### Layout detail

The bar under the picture is 10 microns long. Region (26, 10) to (51, 35) microns. Cells in grey, sequential cells in the stronger grey; small squares are vias.
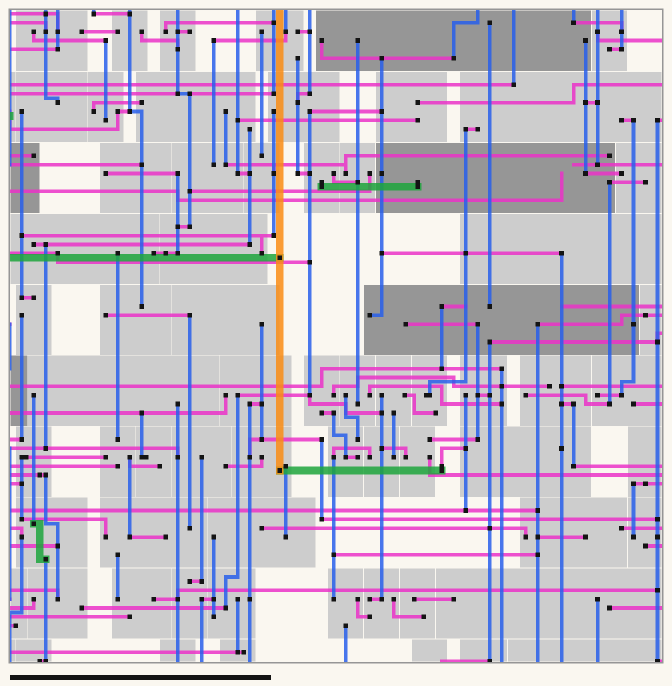
### Gate-type map

The bar under the picture is 20 microns long.
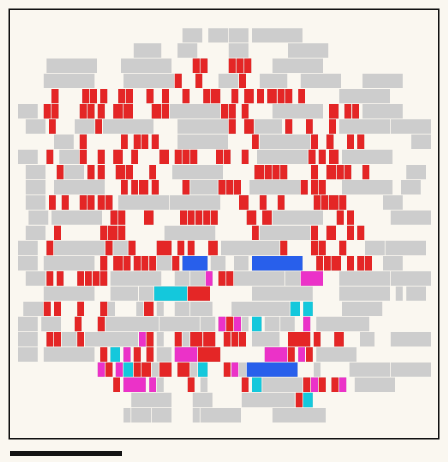
**config.mk**
```make
export PLATFORM = sky130hd
export DESIGN_NAME = regfile_dump_reader
export DESIGN_NICKNAME = d
export VERILOG_FILES = /design/src/rtl/regfile_dump_reader.sv
export SDC_FILE = /design/constraint.sdc
export NUM_CORES = 1
export LEC_CHECK = 0
export ABC_AREA = 1
export CORE_MARGIN = 1
export CORE_UTILIZATION = 40
export DETAILED_ROUTE_END_ITERATION = 12
export PLACE_DENSITY = 0.69
export SLEW_MARGIN = 30
export SYNTH_ARGS = -nofsm -noshare
export SYNTH_HDL_FRONTEND = slang
export SYNTH_SLANG_ARGS = --single-unit
```
**constraint.sdc**
```tcl
create_clock -name clk -period 1.6 [get_ports clk]
set_input_delay 0.32 -clock clk [delete_from_list [all_inputs] [get_ports clk]]
set_output_delay 0.32 -clock clk [all_outputs]
set_load 0.1 [all_outputs]
```
**src/rtl/regfile_dump_reader.sv**
```systemverilog
// Debug read-out engine: walks one register-file read port over
// [FIRST_REG, LAST_REG], captures each 32-bit word and streams it out as
// bytes (least significant first) on a valid/ready handshake.
module regfile_dump_reader #(
    parameter int FIRST_REG = 0,
    parameter int LAST_REG  = 31
) (
    input  logic        clk,
    input  logic        reset,
    input  logic        start,
    input  logic        abort,
    output logic [4:0]  rda,
    input  logic [31:0] rd,
    output logic        out_valid,
    input  logic        out_ready,
    output logic [7:0]  out_data,
    output logic        out_last,
    output logic        busy,
    output logic        done
);

    localparam logic [4:0] FIRST_A = 5'(FIRST_REG);
    localparam logic [4:0] LAST_A  = 5'(LAST_REG);

    typedef enum logic [1:0] {
        S_IDLE,
        S_LOAD,
        S_SEND,
        S_DONE
    } state_t;

    state_t      state, state_n;
    logic [4:0]  rda_n;
    logic [31:0] shift, shift_n;
    logic [1:0]  byte_cnt, byte_cnt_n;

    // State, address, captured word and byte counter registers.
    always_ff @(posedge clk or posedge reset) begin
        if (reset) begin
            state    <= S_IDLE;
            rda      <= 5'd0;
            shift    <= 32'd0;
            byte_cnt <= 2'd0;
        end else begin
            state    <= state_n;
            rda      <= rda_n;
            shift    <= shift_n;
            byte_cnt <= byte_cnt_n;
        end
    end

    // Next-state logic; abort overrides every transition outside IDLE and
    // suppresses the transfer of any byte presented in the same cycle.
    always_comb begin
        state_n    = state;
        rda_n      = rda;
        shift_n    = shift;
        byte_cnt_n = byte_cnt;
        case (state)
            S_IDLE: begin
                if (start) begin
                    rda_n   = FIRST_A;
                    state_n = S_LOAD;
                end
            end
            S_LOAD: begin
                if (abort) begin
                    state_n = S_IDLE;
                end else begin
                    // The word is frozen here; later register writes do not
                    // disturb the bytes still to be sent.
                    shift_n    = rd;
                    byte_cnt_n = 2'd0;
                    state_n    = S_SEND;
                end
            end
            S_SEND: begin
                if (abort) begin
                    state_n = S_IDLE;
                end else if (out_ready) begin
                    if (byte_cnt != 2'd3) begin
                        shift_n    = shift >> 8;
                        byte_cnt_n = byte_cnt + 2'd1;
                    end else if (rda == LAST_A) begin
                        state_n = S_DONE;
                    end else begin
                        rda_n   = rda + 5'd1;
                        state_n = S_LOAD;
                    end
                end
            end
            S_DONE: begin
                state_n = S_IDLE;
            end
            default: begin
                state_n = S_IDLE;
            end
        endcase
    end

    // Outputs are decoded from registered state only, so out_ready and rd
    // have no combinational path to any output.
    always_comb begin
        out_valid = (state == S_SEND);
        out_data  = shift[7:0];
        out_last  = (state == S_SEND) && (byte_cnt == 2'd3) && (rda == LAST_A);
        busy      = (state != S_IDLE);
        done      = (state == S_DONE);
    end

endmodule

```
==> run summary <==
status: finished, violations left
failing checks: negative setup slack
post-synth area from yosys stat: 0.002227 sq mm
clk_skew: 9.510 ps
Total Wirelength: 4.888 mm
Post-Syn Instances: 312
ClkCell Share: 3.756%
dpl cell area: 0.003012 sq mm
via count: 2024
CP startpoint kind: flip-flop
logic area: 0.001057 sq mm
Clock Path Buffers: 2
worst vdd ir: 969.0 uV
Final Critical Period: 1852 ps
post-layout net count: 407
worst r2r path cells: 11
worst min path class: in -> async
Synth flops: 41
Worst-path clk slew: 70 ps
Overall Global Routing Usage: 18.24%
half-perimeter wire length after placement: 3.501 mm
Layout area overhead: 43.60%
Pleak: 1.666 nW
gr ovfl total: 0
Critical Path Max Stage Delay: 430 ps
total die size: 0.005870 sq mm
clk_lat worst skew: 300 ps
number of I/O pins: 54
FF+latch area: 0.001040 sq mm
layout cells sized above 1: 17.39%
DRT Pass-1 Iters: 4
Root Driver: clkbuf_8
CORE AREA: 0.005238 sq mm
vias in the first global route: 1964
worst reg2reg startpoint: rda[0]$_DFFE_PP0P_
yosys cell count: 312
logic share of the area: 33.06%
clock sinks: 41
Final period util: 115.8%
CP Class: reg -> out
final slew viol count: 0
initial antenna violation count: 0
buffers added on ports: 53
Worst R2R Setup Slack: 70 ps
pwr/cell area: 1874 mW/mm^2
Setup-failing EPs final: 1
Bufs and invs on worst path: 1
WL per Instance: 11.16 microns
Worst Setup Slack, final: -252.4 ps
antenna diode count: 0
final instance area: 0.003198 sq mm
Seq cells: 41
arrival time worst endpoint: 1530 ps
CP Cell Sequence: ha_4 > nand2_4 > nor2_4 > ha_4 > nand2_2 > nor2_4 > buf_12
Worst Setup End Kind: output port
post-synthesis cell type count: 17
Synth warnings: 0
DRC errors left: 0
first-pass GRT wire length: 8.507 mm
synthesized area per cell: 7.138 sq um
Reg-to-Reg End: rda[0]$_DFFE_PP0P_
die width: 76.62 microns
CTS HTree Levels: 2
Tool Warnings: 29
Notes on 'Layout detail' above:
- blue: M2
- magenta: M1
- orange: M4
- green: M3
- netlist names of flops here include: `rda` (2), `byte_cnt` (1)
- cells with their middle in the window: 57
- sequential cells in the window: 3
- most frequent: nand2_1 (13), buf_4 (11)

Notes on 'Gate-type map' above:
- magenta: nor cells (cells 17; most used nor2_1; where south)
- red: nand cells (cells 206; most used nand2_1)
- blue: fa/ha/maj cells (cells 3; most used ha_4)
- cyan: aoi and oai cells (cells 9; most used o21ai_1)
final std cells w/o fill: 438
most frequent logic cell in the layout: nand2_1

==> synthesized netlist by cell type <==
cell,count,area share [%]
nand2_4,1,0.51
nand2_2,1,0.28
inv_1,14,2.4
nor2_1,16,2.7
nand3b_1,1,0.34
nand2_1,175,29
a21oi_1,1,0.22
ha_1,3,1.7
o21ai_0,7,1.6
dfrtp_1,41,46
buf_2,4,0.90
o21ai_4,1,0.73
buf_4,13,4.4
nor2_2,1,0.28
inv_2,1,0.17
buf_6,4,2.0
nand3_1,28,6.3
==> metal layers <==
metal  GRT usage [%]  vias to the layer above  wire (microns)
met2           30.99                       56            2383
met1           22.54                      902            2206
met4           5.385                        0              61
li1                -                     1060               -
met3           4.910                        6             236
met5               0                        -               0
==> state kept, by name, summed over array words and instances, names as in the netlist <==
register  flops
byte_cnt      2
rda           5
shift        32
state         2
==> through the flow <==
| stage | hold WS [ps] | instances | setup slack [ps] | power [W] |
|---|---|---|---|---|
| 6_report | 261.1 | 438 | -252.4 | 0.005992 |
| 5_1_grt | 265.1 | 438 | -324.9 | 0.006407 |
| 4_1_cts | 256.2 | 438 | -285.4 | 0.006028 |
| 3_5_place_dp | 458.3 | 427 | -22.35 | 0.005073 |
| 3_3_place_gp | 454.3 | 427 | 10.62 | 0.004997 |
| 2_1_floorplan | 436.6 | 312 | -442.6 | 0.004174 |
==> where the power goes <==
group	internal (W)	switching [W]	total [W]
Combinational	0.00119	0.00218	0.00337
Clock	0.000507	0.000358	0.000865
Sequential	0.00147	0.000292	0.00176
Total	0.00316	0.00283	0.00599
==> logic make-up after synthesis <==
kind of cell | Yosys count | synth area share (%)
and+or+nand+nor | 223 | 39.89
DFF | 41 | 46.07
buffers and inverters | 36 | 9.831
AOI/OAI and AO/OA | 9 | 2.528
adders and majority gates | 3 | 1.686
==> worst max-delay path by stage <==
stage	from	end	slack, ps	depth (start not counted)
6_report	rda[0]$_DFFE_PP0P_	out_last	-250	7
5_1_grt	rda[0]$_DFFE_PP0P_	out_last	-320	7
4_1_cts	rda[0]$_DFFE_PP0P_	out_last	-290	7
3_5_place_dp	out_ready	shift[11]$_DFFE_PP0P_	-20	8
3_3_place_gp	rda[1]$_DFFE_PP0P_	out_last	10	7
2_1_floorplan	rda[0]$_DFFE_PP0P_	out_last	-440	6
==> cells in the final DEF, fill, tap and decap left out, types with 2 or more instances in the layout <==
| master | synthesis | layout |
|---|---|---|
| buf_12 | 0 | 18 |
| buf_4 | 13 | 14 |
| clkbuf_8 | 0 | 6 |
| clkdlybuf4s50_1 | 0 | 36 |
| dfrtp_1 | 41 | 34 |
| dfrtp_2 | 0 | 5 |
| dfrtp_4 | 0 | 2 |
| ha_4 | 0 | 2 |
| inv_1 | 14 | 12 |
| inv_2 | 1 | 2 |
| nand2_1 | 175 | 170 |
| nand2_2 | 1 | 4 |
| nand2_4 | 1 | 3 |
| nand3_1 | 28 | 28 |
| nor2_1 | 16 | 13 |
| nor2_4 | 0 | 4 |
| o21ai_0 | 7 | 3 |
| o21ai_1 | 0 | 4 |
==> repair_timing <==
| item | in CTS | in global routing |
|---|---|---|
| pin swaps | 4 | 7 |
| endpoints found under the setup margin | 3 | 7 |
| resized | 5 | 11 |
| buffers inserted | 3 | 0 |
Power and IR drop assume default switching activity.
